$ cat src/rtl/boot_loader.sv
// Boot loader: wakes the SPI flash, streams a program image in mode 0 and writes it
// word by word into Hack instruction RAM, holding the CPU in reset until the last word lands.
module boot_loader #(
    parameter logic [23:0] FLASH_ADDR  = 24'h010000,
    parameter int          WORDS       = 4096,
    parameter int          CLK_DIV     = 1,
    parameter int          WAKE_CYCLES = 64
) (
    input  logic        clk,
    input  logic        reset,
    input  logic        spi_sdo,
    output logic        spi_sdi,
    output logic        spi_sck,
    output logic        spi_csx,
    output logic        mem_we,
    output logic [15:0] mem_addr,
    output logic [15:0] mem_data,
    output logic        cpu_reset,
    output logic        done
);
    localparam int DIV_W  = (CLK_DIV > 1) ? $clog2(CLK_DIV) : 1;
    localparam int WAIT_W = (WAKE_CYCLES > 1) ? $clog2(WAKE_CYCLES) : 1;

    localparam logic [DIV_W-1:0]  DIV_LAST  = DIV_W'(CLK_DIV - 1);
    localparam logic [WAIT_W-1:0] WAIT_LAST = WAIT_W'(WAKE_CYCLES - 1);
    localparam logic [15:0]       LAST_WORD = 16'(WORDS - 1);
    localparam logic [31:0]       WAKE_WORD = {8'hAB, 24'h000000};
    localparam logic [31:0]       READ_WORD = {8'h03, FLASH_ADDR};

    typedef enum logic [2:0] {
        WAKE_CMD,
        WAKE_WAIT,
        READ_CMD,
        READ_DATA,
        DONE
    } state_t;

    state_t            state_reg, state_next;
    logic [DIV_W-1:0]  div_reg, div_next;
    logic [WAIT_W-1:0] wait_reg, wait_next;
    logic [4:0]        bit_reg, bit_next;
    logic [31:0]       tx_reg, tx_next;
    logic [14:0]       rx_reg, rx_next;
    logic [15:0]       idx_reg, idx_next;
    logic              sck_reg, sck_next;
    logic              csx_reg, csx_next;
    logic              we_reg, we_next;
    logic [15:0]       addr_reg, addr_next;
    logic [15:0]       data_reg, data_next;
    logic              cpu_rst_reg, cpu_rst_next;
    logic              done_reg, done_next;

    logic       tick;
    logic [4:0] cmd_last;

    // One half SCK period has elapsed.
    assign tick     = (div_reg == DIV_LAST);
    assign cmd_last = (state_reg == WAKE_CMD) ? 5'd7 : 5'd31;

    always_ff @(posedge clk or posedge reset) begin
        if (reset) begin
            state_reg   <= WAKE_CMD;
            div_reg     <= '0;
            wait_reg    <= '0;
            bit_reg     <= '0;
            tx_reg      <= '0;
            rx_reg      <= '0;
            idx_reg     <= '0;
            sck_reg     <= 1'b0;
            csx_reg     <= 1'b1;
            we_reg      <= 1'b0;
            addr_reg    <= '0;
            data_reg    <= '0;
            cpu_rst_reg <= 1'b1;
            done_reg    <= 1'b0;
        end else begin
            state_reg   <= state_next;
            div_reg     <= div_next;
            wait_reg    <= wait_next;
            bit_reg     <= bit_next;
            tx_reg      <= tx_next;
            rx_reg      <= rx_next;
            idx_reg     <= idx_next;
            sck_reg     <= sck_next;
            csx_reg     <= csx_next;
            we_reg      <= we_next;
            addr_reg    <= addr_next;
            data_reg    <= data_next;
            cpu_rst_reg <= cpu_rst_next;
            done_reg    <= done_next;
        end
    end

    always_comb begin
        state_next   = state_reg;
        div_next     = div_reg;
        wait_next    = wait_reg;
        bit_next     = bit_reg;
        tx_next      = tx_reg;
        rx_next      = rx_reg;
        idx_next     = idx_reg;
        sck_next     = sck_reg;
        csx_next     = csx_reg;
        we_next      = 1'b0;
        addr_next    = addr_reg;
        data_next    = data_reg;
        cpu_rst_next = cpu_rst_reg;
        done_next    = done_reg;

        case (state_reg)
            WAKE_CMD, READ_CMD: begin
                if (csx_reg) begin
                    // Only reachable right after reset: open the wake transfer.
                    csx_next = 1'b0;
                    sck_next = 1'b0;
                    div_next = '0;
                    bit_next = '0;
                    tx_next  = WAKE_WORD;
                end else if (!tick) begin
                    div_next = div_reg + 1'b1;
                end else begin
                    div_next = '0;
                    if (!sck_reg) begin
                        sck_next = 1'b1;
                    end else begin
                        sck_next = 1'b0;
                        if (bit_reg == cmd_last) begin
                            bit_next = '0;
                            tx_next  = '0;
                            if (state_reg == WAKE_CMD) begin
                                csx_next   = 1'b1;
                                wait_next  = '0;
                                state_next = WAKE_WAIT;
                            end else begin
                                state_next = READ_DATA;
                            end
                        end else begin
                            bit_next = bit_reg + 5'd1;
                            tx_next  = {tx_reg[30:0], 1'b0};
                        end
                    end
                end
            end

            WAKE_WAIT: begin
                if (wait_reg == WAIT_LAST) begin
                    // Chip select falls with the first read-command bit already on SDI.
                    state_next = READ_CMD;
                    csx_next   = 1'b0;
                    sck_next   = 1'b0;
                    div_next   = '0;
                    bit_next   = '0;
                    tx_next    = READ_WORD;
                end else begin
                    wait_next = wait_reg + 1'b1;
                end
            end

            READ_DATA: begin
                if (!tick) begin
                    div_next = div_reg + 1'b1;
                end else begin
                    div_next = '0;
                    if (!sck_reg) begin
                        sck_next = 1'b1;
                        rx_next  = {rx_reg[13:0], spi_sdo};
                        if (bit_reg == 5'd15) begin
                            bit_next  = '0;
                            we_next   = 1'b1;
                            addr_next = idx_reg;
                            data_next = {rx_reg, spi_sdo};
                            if (idx_reg == LAST_WORD) begin
                                state_next = DONE;
                            end else begin
                                idx_next = idx_reg + 16'd1;
                            end
                        end else begin
                            bit_next = bit_reg + 5'd1;
                        end
                    end else begin
                        sck_next = 1'b0;
                    end
                end
            end

            DONE: begin
                csx_next     = 1'b1;
                sck_next     = 1'b0;
                tx_next      = '0;
                done_next    = 1'b1;
                cpu_rst_next = 1'b0;
            end

            default: begin
                state_next = WAKE_CMD;
            end
        endcase
    end

    // SDI is the MSB of the command shifter; it is all zeros outside command phases.
    assign spi_sdi   = tx_reg[31];
    assign spi_sck   = sck_reg;
    assign spi_csx   = csx_reg;
    assign mem_we    = we_reg;
    assign mem_addr  = addr_reg;
    assign mem_data  = data_reg;
    assign cpu_reset = cpu_rst_reg;
    assign done      = done_reg;

endmodule

$ cat config.mk
export PLATFORM = sky130hd
export DESIGN_NAME = boot_loader
export DESIGN_NICKNAME = d
export VERILOG_FILES = /design/src/rtl/boot_loader.sv
export SDC_FILE = /design/constraint.sdc
export NUM_CORES = 1
export LEC_CHECK = 0
export CORE_MARGIN = 2
export CORE_UTILIZATION = 55
export DETAILED_ROUTE_END_ITERATION = 16
export PLACE_DENSITY = 0.77
export SETUP_SLACK_MARGIN = 0.2
export SLEW_MARGIN = 20
export SYNTH_ARGS = -nofsm -noshare
export SYNTH_HDL_FRONTEND = slang
export SYNTH_SLANG_ARGS = --single-unit
$ cat constraint.sdc
create_clock -name clk -period 8.3 [get_ports clk]
set_clock_uncertainty 0.05 [all_clocks]
set_input_delay 1.245 -clock clk [delete_from_list [all_inputs] [get_ports clk]]
set_output_delay 1.245 -clock clk [all_outputs]
set_load 0.02 [all_outputs]
==> run notes, run 1 <==
Yosys attributes the largest share of cell area to sky130_fd_sc_hd__dfrtp_1 57%, sky130_fd_sc_hd__mux2_2 13%, sky130_fd_sc_hd__a22o_1 2.5%. Via count of the first global-routing pass: 2705. The global route stage reports its total congestion overflow as 0. The post-synth register bit count is 98.

The endpoint of the lowest-slack register-to-register path was idx_reg[10]$_DFFE_PP0P_. After detailed placement, the design holds a cell count of 462. The run gives 7370 µm for the total length of routed wires. In this run the register-to-register setup slack is 4.97 ns. In the routed layout, each cell is associated on average with a via count of 5.62. The number of H-tree branching levels was 3; the clock transition at the registers of the reported paths was 0.08 ns. The run gives 0 as the post-cts repair resize count. Largest fanout on the critical path: 22. For the routability-driven placement congestion ratio, the log shows 0.776. Per the hold report, the tightest min-delay path originates at idx_reg[7]$_DFFE_PP0P_. The synthesized netlist occupies a cell area of 4220 µm².

The leakage power is 2.31 nW. Looking at the clock tree report, the root buffer type is sky130_fd_sc_hd__clkbuf_8. Logic depth along the worst register-to-register path is recorded as 10. The cell count after synthesis came out at 334. The number of hold violations in the final report was 0. The number of sequential cells reported for the layout is 98. The tools report the post-synth area from yosys stat as 4220 µm². Post-synth the commonest register cell is sky130_fd_sc_hd__dfrtp_1. The run gives 8.50 ns for the required time at the endpoint of the critical path. In this run the biggest area consumer among cell types represents 56.9% of the synthesized area.

The clock buffer instance count of the final layout is 11. The element type at the critical path start is a flip-flop. The final route contains 2682 vias. Counting flops with an async set or reset pin after synthesis yields a share of 100%. The sequential share of the synthesized area was 58.2%. The tools report the post-CTS setup buffer count as 0. In the final layout, excluding clock buffers the buffer count is 43. Endpoints with negative setup slack in the final report add up to 0. Final standard cell count with taps included and fillers excluded: 477. The floorplan step set the die width to 91.6 µm.

Non-clock buffer share of cell area: 8.70%. The transition time at the pin with the least slew margin came out at 0.836 ns. The detail route stage leaves a number of antenna-violating nets equal to 0. For the count of inserted antenna diode cells, the log shows 0.

The flow ran to the end, and the final reports show no timing, DRC or antenna violations. The pin count of the biggest net entering global routing came out at 60. The flop share of the area came out at 50.5%. Startpoint of the worst-slack reg-to-reg timing path: bit_reg[0]$_DFFE_PP0P_. Per the timing report, the achievable frequency comes out to 300 MHz. For reference, the post-synthesis area per instance comes to 12.6 µm².

Setup repair after global routing left no endpoint under its margin. The vertical die dimension reported for this design is 91.6 µm. Number of warnings in the stage logs: 27. Total power normalized to cell area comes to 156 nW/µm².

For the floorplan core density, the log shows 57.6%. Dominant kind of cell by area: registers. The global-route wire length before repair was 13000 µm. The warning tally printed by Yosys for this design is 0. The layout report gives the multi-input gate share of total cell area as 34.5%.

In the layout the commonest cells are 96 x sky130_fd_sc_hd__dfrtp_1, 50 x sky130_fd_sc_hd__mux2_2, 40 x sky130_fd_sc_hd__clkdlybuf4s50_1. For the total of fill cells in the finished design, the log shows 565. Note, the detailed placer reported a final HPWL of 4850 µm. According to the floorplan log, the row count is 31. Class of the most critical hold timing path: reg -> reg.

Startpoint-to-endpoint class of the critical path: reg -> reg. The number of well taps is 99.
[run 1: cell families after synthesis]
kind of cell             share of synthesized area (%)
AND-OR/OR-AND                                     9.60
XOR/XNOR                                          3.53
adder cells (fa/ha/maj)                           1.48
buffers and inverters                             2.16
flip-flops                                        58.2
multiplexers                                      13.8
AND/OR/NAND/NOR                                   11.3
[run 1: layer usage]
layer	routed length, µm	track usage, %	vias up	part of all wire [%]
met2	3360	29.1	47	46
met5	0	0	-	0
met4	126	7.58	0	1.7
li1	-	-	1282	-
met1	3680	27.8	1343	50
met3	206	3.94	10	2.8
[run 1: power by group]
| group | leakage [nW] | internal, mW | switching [mW] | total, mW |
|---|---|---|---|---|
| clock | 0.0758 | 0.108 | 0.161 | 0.269 |
| sequential | 1.35 | 0.477 | 0.000110 | 0.477 |
| combinational | 0.890 | 0.00177 | 0.00949 | 0.0113 |
| total | 2.31 | 0.587 | 0.170 | 0.757 |
[run 1: cell usage after synthesis, types with 7 or more instances]
| master | n |
|---|---|
| sky130_fd_sc_hd__a22o_1 | 12 |
| sky130_fd_sc_hd__nor2_1 | 20 |
| sky130_fd_sc_hd__dfrtp_1 | 96 |
| sky130_fd_sc_hd__and3_1 | 7 |
| sky130_fd_sc_hd__nand3_1 | 12 |
| sky130_fd_sc_hd__buf_2 | 7 |
| sky130_fd_sc_hd__xnor2_1 | 10 |
| sky130_fd_sc_hd__a21oi_1 | 8 |
| sky130_fd_sc_hd__o21ai_0 | 8 |
| sky130_fd_sc_hd__nand2_1 | 17 |
| sky130_fd_sc_hd__mux2_2 | 50 |
| sky130_fd_sc_hd__xor2_1 | 7 |
[run 1: worst min path at each step]
stage                                   to  slack [ns]  depth (start not counted)
finish              idx_reg[7]$_DFFE_PP0P_        0.45                          1
global route         cpu_reset$_DFFE_PP1N_        0.46                          1
CTS                  cpu_reset$_DFFE_PP1N_        0.45                          1
detailed placement  tx_reg[27]$_DFFE_PP0P_        0.43                          1
global placement          done$_DFFE_PP0N_        0.40                          1
floorplan           idx_reg[7]$_DFFE_PP0P_        0.40                          1
[run 1: worst max-delay path: stages (launching register included)]
cell and delay, ns:
sky130_fd_sc_hd__dfrtp_1 0.41, sky130_fd_sc_hd__ha_1 0.20, sky130_fd_sc_hd__nand3_1 0.11, sky130_fd_sc_hd__inv_1 0.07, sky130_fd_sc_hd__ha_1 0.18, sky130_fd_sc_hd__nor2b_1 0.25, sky130_fd_sc_hd__nand3_2 0.43, sky130_fd_sc_hd__inv_1 0.80
sky130_fd_sc_hd__o211a_1 0.38, sky130_fd_sc_hd__nand4_1 0.16, sky130_fd_sc_hd__xnor2_1 0.16
[run 1: stage by stage]
step                      power [mW]  setup slack (ns)  hold slack [ns]  area [µm²]
after floorplan                0.494              4.45            0.404        4220
after global placement         0.499              5.17            0.400        4700
after detailed placement       0.499              5.01            0.428        4700
after CTS                      0.765              4.95            0.451        4860
after global routing           0.790              4.72            0.462        4860
final                          0.757              4.97            0.446        4860
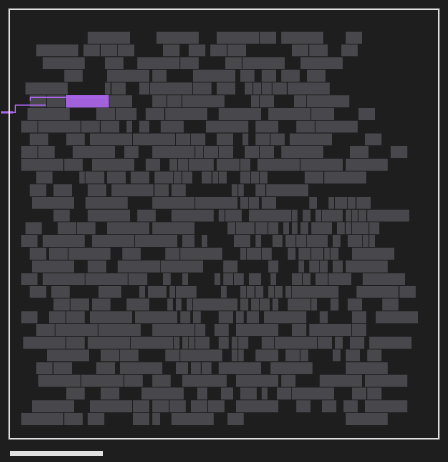
*I/O nets highlighted, run 1*
Bar = 20 µm.
- purple: mem_we (bits 1; direction output; end cells 1; buffers 1; wire 26.9 µm)

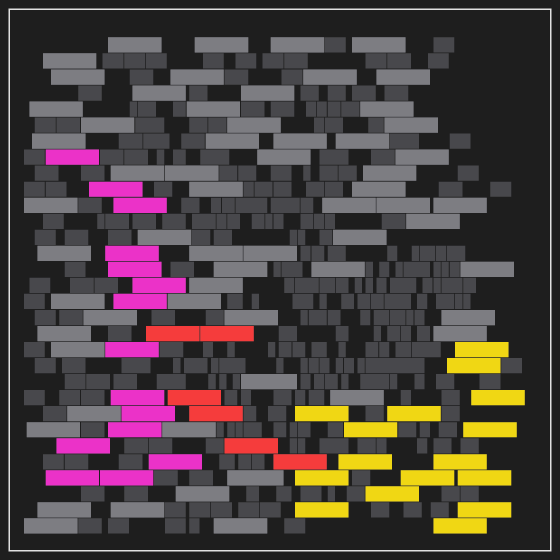
*Where the registers sit, run 1*
- magenta: rx_reg (flops 15)
- yellow: tx_reg (flops 16; where lower right)
- red: wait_reg (flops 6; where bottom centre)
- not coloured: 61

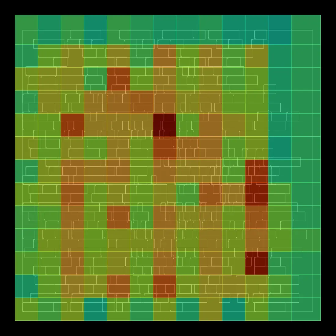
*Track usage over the die, run 1*
final routed wire length divided by cell count: 15.4 µm
final design utilization: 66.3%
fraction of met3 tracks used by global routing: 3.94%
GRT Max-Usage Layer: met2

### Signal wires on met1, run 1

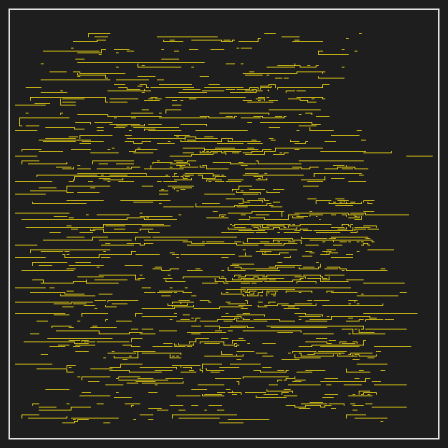

==> run 2: changes to the inputs <==
--- a/config.mk
+++ b/config.mk
@@ -6,9 +6,9 @@
 export NUM_CORES = 1
 export LEC_CHECK = 0
 export CORE_MARGIN = 2
-export CORE_UTILIZATION = 55
+export CORE_UTILIZATION = 51
 export DETAILED_ROUTE_END_ITERATION = 16
-export PLACE_DENSITY = 0.77
+export PLACE_DENSITY = 0.75
 export SETUP_SLACK_MARGIN = 0.2
 export SLEW_MARGIN = 20
 export SYNTH_ARGS = -nofsm -noshare
==> constraint.sdc (replaced) <==
create_clock -name clk -period 2.7 [get_ports clk]
set_clock_uncertainty 0.05 [all_clocks]
set_input_delay 0.405 -clock clk [delete_from_list [all_inputs] [get_ports clk]]
set_output_delay 0.405 -clock clk [all_outputs]
set_load 0.02 [all_outputs]
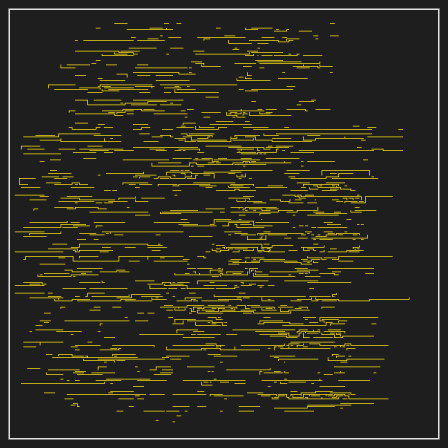
*Signal wires on met1, run 2*
- main direction: horizontal
- wire length on this layer: 3630 µm
- share of all routed wire: 47%
- longest straight run: 26.2 µm

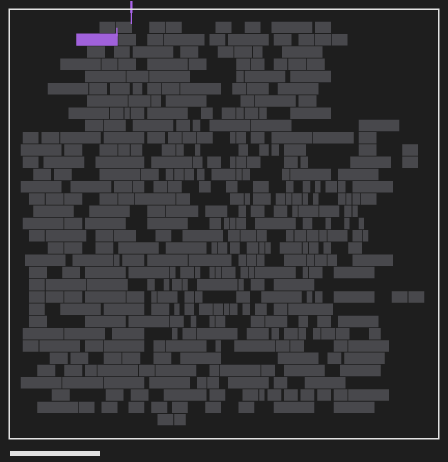
*I/O nets highlighted, run 2*
Bar = 20 µm.
# port buffers: 40
I/O Pins: 41

==> run 2 against run 1 <==
Effect of this change: maximum frequency grew 45%; critical path depth grew 1; sequential power grew to 3.1 times the previous value; clock power grew to 3.7 times the previous value; setup slack lost 4.6 ns; utilization shrank 4.5 points; power grew to 3.3 times the previous value.
==> run notes, run 2 <==
Fraction of layout instances using a drive strength above 1: 23.2% (was 20.1%). The largest stage delay on the critical path is 0.41 ns (was 0.80 ns). Most numerous cell in the Yosys netlist: sky130_fd_sc_hd__dfrtp_1 (unchanged). The width of the chip was 95.0 µm (was 91.6 µm).

Top cells by area, synth: sky130_fd_sc_hd__dfrtp_1 57%, sky130_fd_sc_hd__mux2_2 13%, sky130_fd_sc_hd__a22o_1 2.5% (unchanged). The run gives 0.10 ns (was 0.08 ns) for the clock transition at the registers of the reported paths. The number of hold violations in the final report is 0 (unchanged).

Most common logic cells in the final layout: 96 x sky130_fd_sc_hd__dfrtp_1, 50 x sky130_fd_sc_hd__mux2_2, 40 x sky130_fd_sc_hd__clkdlybuf4s50_1 (unchanged). Setup violation total in the final timing report: 0 (unchanged). The post-DP HPWL was 5350 µm (was 4850 µm); the largest fanout on the critical path was 16 (was 22). Clock sink count: 98 (unchanged). The element type at the critical path start is a flip-flop (unchanged).

The pin count of the biggest net entering global routing was 33 (was 60). The startpoint of the worst-slack reg-to-reg timing path is bit_reg[0]$_DFFE_PP0P_ (unchanged). With the floorplan core density at 51.9% (was 57.6%), the via count of the first global-routing pass is 2637 (was 2705). The family with the most delay on the worst path was simple AND/OR/NAND/NOR gates (unchanged). The flip-flop and latch count after synthesis is 98 (unchanged), and the yosys stat cell total is 334 (unchanged). Area share of the largest cell type after synthesis: 56.9% (unchanged).

Largest area contributor in the synthesized netlist: sky130_fd_sc_hd__dfrtp_1 (unchanged). The cell count along the critical path is 11 (was 10). The number of nets with antenna violations after detailed routing is 0 (unchanged), and the global-route wire length before repair is 12500 µm (was 13000 µm).

The tools report the total number of vias as 2720 (was 2682). The average cell area after synthesis is 12.6 µm² (unchanged), and the number of core rows is 33 (was 31). The count of buffering cells on the critical path with inverters included is 3 (was 2).

Setup repair after global routing left no endpoint under its margin. The instance area at placement is 4780 µm² (was 4700 µm²). Overall die height: 95.0 µm (was 91.6 µm). The transition time at the pin with the least slew margin works out to 0.694 ns (was 0.836 ns). The flow ran to the end, and the final reports show no timing, DRC or antenna violations. For the storage element area, the log shows 2450 µm² (unchanged).

For the peak supply drop, the log shows 321 µV (was 93.1 µV). The number of vias per cell after detailed routing is 5.52 (was 5.62). Endpoint of the lowest-slack register-to-register path: idx_reg[9]$_DFFE_PP0P_ (was idx_reg[10]$_DFFE_PP0P_). The tools report the post-layout utilization of the core as 61.8% (was 66.3%). The clock root buffer master was sky130_fd_sc_hd__clkbuf_8 (unchanged). The number of warnings in the stage logs works out to 27 (unchanged). The gate count after technology mapping is 334 (unchanged). In this design, the critical path's most frequently occurring cell is sky130_fd_sc_hd__ha_1. Final clock period utilization by the worst path: 85.3% (was 40.2%). Top cells by count: 96 x sky130_fd_sc_hd__dfrtp_1, 50 x sky130_fd_sc_hd__mux2_2, 20 x sky130_fd_sc_hd__nor2_1 (unchanged). The worst reg-to-reg path cell count was 11 (was 10); the overflow left after global routing was 0 (unchanged). The run gives 3 (unchanged) as the number of H-tree branching levels. The proportion of synthesized flip-flops having asynchronous set or reset was 100% (unchanged); the post-synth area from yosys stat was 4220 µm² (unchanged). Class of the most critical hold timing path: in -> async (was reg -> reg). The cell area power density works out to 497 nW/µm² (was 156 nW/µm²). Predominant post-synthesis flop cell: sky130_fd_sc_hd__dfrtp_1 (unchanged).

The run gives 0 (unchanged) for the initial antenna violation count. Cell-by-cell listing of the critical path: ha_1 > nand3_1 > inv_1 > ha_1 > nor2b_2 > nand3_2 > clkinvlp_4 > buf_12 > nand4_1 > o21ai_1 > o21ai_0 (was ha_1 > nand3_1 > inv_1 > ha_1 > nor2b_1 > nand3_2 > inv_1 > o211a_1 > nand4_1 > xnor2_1). Net count after synthesis: 342 (unchanged). The slowest cell on the critical path is sky130_fd_sc_hd__dfrtp_1 (was sky130_fd_sc_hd__inv_1). For the count of inserted antenna diode cells, the log shows 0 (unchanged). The run gives 434 MHz (was 300 MHz) for the achievable clock frequency. The final tally of max-slew violations came out at 0 (unchanged). For the design area, the log shows 5020 µm² (was 4860 µm²). For the sequential share of the synthesized area, the log shows 58.2% (unchanged). For the number of buffers inserted by hold repair at cts, the log shows 0 (unchanged).

With the post-synthesis instance area at 4220 µm² (unchanged), the routability-driven placement congestion ratio is 0.765 (was 0.776). The post-detailed-route wirelength per cell came out at 15.5 µm (was 15.4 µm). The run gives 0.326 ns (was 0.446 ns) as the worst slack on hold paths.

The run gives 2.38 nW (was 2.31 nW) as the leakage power. The count of warnings emitted by yosys was 0 (unchanged); the total length of routed wires was 7650 µm (was 7370 µm). The total of fill cells in the finished design came out at 623 (was 565).

The run gives 2.87 ns (was 8.50 ns) as the required time at the endpoint of the critical path. Startpoint-to-endpoint class of the critical path: reg -> reg (unchanged). The slack of the worst reg-to-reg path was 0.40 ns (was 4.97 ns); the area of the core region was 8130 µm² (was 7330 µm²).
## run 2: per-stage QoR
step / total power, mW / std cells / worst slack, ns
floorplan: 1.52 / 334 / 0.566
global route: 2.58 / 493 / 0.211
global placement: 1.54 / 474 / 0.389
finish: 2.50 / 493 / 0.396
CTS: 2.52 / 490 / 0.206
detailed placement: 1.54 / 474 / 0.302
## run 2: cell type report
class | instances | share of cell area (%)
Sequential cell | 98 | 48.9
Multi-Input combinational cell | 216 | 33.5
Timing Repair Buffer | 52 | 10.3
Clock buffer | 12 | 3.09
Tap cell | 105 | 2.61
Clock inverter | 4 | 1.12
Inverter | 6 | 0.598
## run 2: cells by family (layout without fill, tap and decap cells)
logic type / count (synthesis) / in the layout / synth area share, %
simple gates: 89 / 89 / 11.3
compound gates: 53 / 53 / 9.60
mux: 52 / 52 / 13.8
buf+inv: 20 / 74 / 2.16
fa+ha+maj: 5 / 5 / 1.48
flops: 98 / 98 / 58.2
xor+xnor: 17 / 17 / 3.53
## run 2: repair_timing
| item | 4_1_cts | 5_1_grt |
|---|---|---|
| setup buffers | 0 | 3 |
| gates resized | 0 | 3 |
| setup endpoints to repair | 0 | 18 |
## run 2: report_power, final
group / switching [mW] / leakage, nW / internal [mW] / total [mW]
clock network: 0.499 / 0.108 / 0.488 / 0.987
registers: 0.000394 / 1.35 / 1.47 / 1.47
logic: 0.0310 / 0.929 / 0.0104 / 0.0414
## run 2: layer usage
layer / track usage, % / wire [µm] / vias up
met5: 0 / 0 / -
met4: 7.61 / 125 / 0
met3: 3.83 / 249 / 9
met2: 28.3 / 3650 / 38
met1: 24.8 / 3630 / 1371
li1: - / - / 1302
## run 2: worst register-to-register path, cell delays in order, from the launching register on
cell and delay [ns]:
sky130_fd_sc_hd__dfrtp_1 0.41, sky130_fd_sc_hd__ha_1 0.21, sky130_fd_sc_hd__nand3_1 0.11, sky130_fd_sc_hd__inv_1 0.08, sky130_fd_sc_hd__ha_1 0.17, sky130_fd_sc_hd__nor2b_2 0.20
sky130_fd_sc_hd__nand3_2 0.18, sky130_fd_sc_hd__clkinvlp_4 0.20, sky130_fd_sc_hd__buf_12 0.17, sky130_fd_sc_hd__nand4_1 0.13, sky130_fd_sc_hd__o21ai_1 0.15, sky130_fd_sc_hd__o21ai_0 0.12
## run 2: worst min-delay path by stage
stage	cells past startpoint	slack, ns	end
5_1_grt	2	0.34	mem_data[5]$_DFFE_PP0P_
2_1_floorplan	1	0.40	idx_reg[7]$_DFFE_PP0P_
3_5_place_dp	1	0.41	done$_DFFE_PP0N_
3_3_place_gp	1	0.41	done$_DFFE_PP0N_
6_report	2	0.33	tx_reg[20]$_DFFE_PP0P_
4_1_cts	2	0.32	mem_data[5]$_DFFE_PP0P_
==> run 3: changes to the inputs <==
--- a/config.mk
+++ b/config.mk
@@ -10,7 +10,7 @@
 export DETAILED_ROUTE_END_ITERATION = 16
 export PLACE_DENSITY = 0.75
 export SETUP_SLACK_MARGIN = 0.2
-export SLEW_MARGIN = 20
+export SKIP_CTS_REPAIR_TIMING = 1
 export SYNTH_ARGS = -nofsm -noshare
 export SYNTH_HDL_FRONTEND = slang
 export SYNTH_SLANG_ARGS = --single-unit
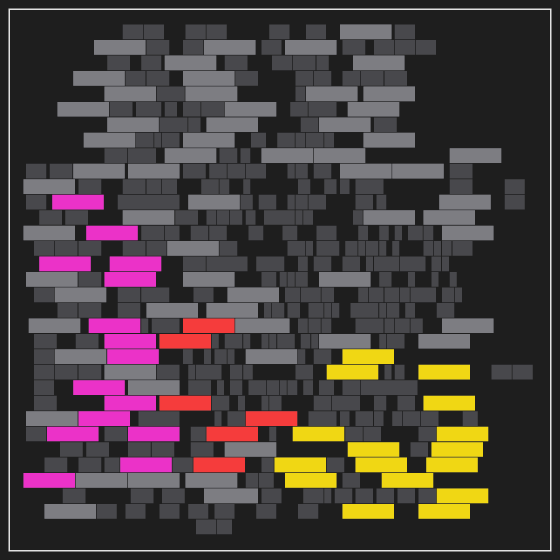
*Where the registers sit, run 3*
- magenta: rx_reg (flops 15)
- red: wait_reg (flops 6)
- yellow: tx_reg (flops 16)

==> run 3 against run 2 <==
Effect of this change: routed wire length stayed put; non-clock buffer count unchanged; maximum frequency stayed put; first-iteration DRC count unchanged; clock power about the same; area after synthesis stayed put; synthesized cell count unchanged; sequential share of layout area is the same; register-to-register slack barely moved; setup slack did not move; sequential power barely moved.
==> run notes, run 3 <==
The slowest cell on the critical path was sky130_fd_sc_hd__dfrtp_1 (unchanged). The design area was 5020 µm² (unchanged). The area share of the largest cell type after synthesis came out at 56.9% (unchanged). The tools report the count of inserted antenna diode cells as 0 (unchanged). The global-route wire length before repair came out at 12500 µm (unchanged). The I/O pin total is 41 (unchanged), and the post-synthesis instance area is 4220 µm² (unchanged). Setup repair after global routing left no endpoint under its margin.

The tools report the worst slack on hold paths as 0.326 ns (unchanged). With the largest fanout on the critical path at 16 (unchanged), the average cell area after synthesis is 12.6 µm² (unchanged). The run gives 342 (unchanged) as the net count after synthesis. The element type at the critical path start was a flip-flop (unchanged).

The tools report the number of nets with antenna violations after detailed routing as 0 (unchanged). With the number of hold violations in the final report at 0 (unchanged), the transition time at the pin with the least slew margin is 0.694 ns (unchanged). The run gives 2720 (unchanged) as the total number of vias. The largest stage delay on the critical path was 0.41 ns (about the same). The pin count of the biggest net entering global routing came out at 33 (unchanged). For the routability-driven placement congestion ratio, the log shows 0.765 (unchanged).

The family with the most delay on the worst path was simple AND/OR/NAND/NOR gates (unchanged). Final tally of max-slew violations: 0 (unchanged). The run gives 2.38 nW (unchanged) for the leakage power.

The run finished with clean final reports. For the area of the core region, the log shows 8130 µm² (unchanged). The setup violation total in the final timing report was 0 (unchanged). The count of buffering cells on the critical path with inverters included is 3 (unchanged). Top cells by area, synth: sky130_fd_sc_hd__dfrtp_1 57%, sky130_fd_sc_hd__mux2_2 13%, sky130_fd_sc_hd__a22o_1 2.5% (unchanged). With the instance area at placement at 4780 µm² (unchanged), the required time at the endpoint of the critical path is 2.87 ns (about the same).

Clock root buffer master: sky130_fd_sc_hd__clkbuf_8 (unchanged). The run gives 2637 (unchanged) for the via count of the first global-routing pass. Width of the chip: 95.0 µm (unchanged). The run gives 98 (unchanged) as the clock sink count. For the count of warnings emitted by yosys, the log shows 0 (unchanged).

Number of vias per cell after detailed routing: 5.52 (unchanged). The predominant post-synthesis flop cell was sky130_fd_sc_hd__dfrtp_1 (unchanged). The overall die height was 95.0 µm (unchanged).

The startpoint-to-endpoint class of the critical path was reg -> reg (unchanged). For the peak supply drop, the log shows 321 µV (unchanged). The number of warnings in the stage logs was 27 (unchanged). The run gives 0.10 ns (about the same) for the clock transition at the registers of the reported paths. The final clock period utilization by the worst path was 85.3% (unchanged). The proportion of synthesized flip-flops having asynchronous set or reset came out at 100% (unchanged). The initial antenna violation count was 0 (unchanged). Cell-by-cell listing of the critical path: ha_1 > nand3_1 > inv_1 > ha_1 > nor2b_2 > nand3_2 > clkinvlp_4 > buf_12 > nand4_1 > o21ai_1 > o21ai_0 (unchanged). The flip-flop and latch count after synthesis is 98 (unchanged), and the fraction of layout instances using a drive strength above 1 is 23.2% (unchanged). Cell seen most often among critical-path stages: sky130_fd_sc_hd__ha_1 (unchanged). The yosys stat cell total is 334 (unchanged).
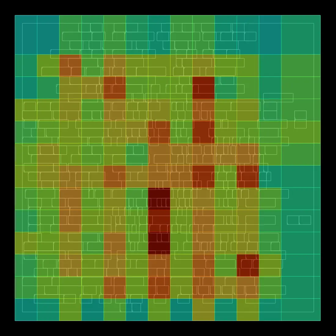
*Track usage over the die, run 3*
met2 demand-to-capacity share in global routing: 28.3%
final routed wire length divided by cell count: 15.5 µm

-- run 3: cell type report --
type,instances,area share (%)
Timing Repair Buffer,52,10.3
Inverter,6,0.598
Multi-Input combinational cell,216,33.5
Tap cell,105,2.61
Clock inverter,4,1.12
Sequential cell,98,48.9
Clock buffer,12,3.09
-- run 3: path summary, 6_finish.rpt --
check / startpoint / to / slack, ns / depth (start not counted)
min: reset / tx_reg[20]$_DFFE_PP0P_ / 0.33 / 2
max reg2reg: bit_reg[0]$_DFFE_PP0P_ / idx_reg[9]$_DFFE_PP0P_ / 0.40 / 11
min reg2reg: done$_DFFE_PP0N_ / done$_DFFE_PP0N_ / 0.44 / 1
max: bit_reg[0]$_DFFE_PP0P_ / idx_reg[9]$_DFFE_PP0P_ / 0.40 / 11
min in group clk: done$_DFFE_PP0N_ / done$_DFFE_PP0N_ / 0.44 / 1
max in group asynchronous: reset / mem_data[12]$_DFFE_PP0P_ / 1.68 / 3
-- run 3: routing by layer --
layer  vias to the layer above  GRT usage (%)  wire [µm]
met1                      1371           24.8       3630
li1                       1302              -          -
met5                         -              0          0
met2                        38           28.3       3650
met4                         0           7.61        125
met3                         9           3.83        249
-- run 3: stage by stage --
step	setup WS, ns	std cells	power, mW
after floorplan	0.566	334	1.52
after global placement	0.389	474	1.54
after CTS	0.206	490	2.52
after detailed placement	0.302	474	1.54
after global routing	0.211	493	2.58
final	0.396	493	2.50
-- run 3: kinds of logic (layout without fill, tap and decap cells) --
family	Yosys count	in the layout	share of synthesized area (%)
AOI/OAI and AO/OA	53	53	9.60
xor gates and xnor gates	17	17	3.53
adders and majority gates	5	5	1.48
buffers and inverters	20	74	2.16
DFF	98	98	58.2
muxes	52	52	13.8
and+or+nand+nor	89	89	11.3
-- run 3: report_power, final --
group,internal (mW),switching (mW)
clock,0.488,0.499
sequential,1.47,0.000394
combinational,0.0104,0.0310
Power is estimated from default activity; no workload was simulated.
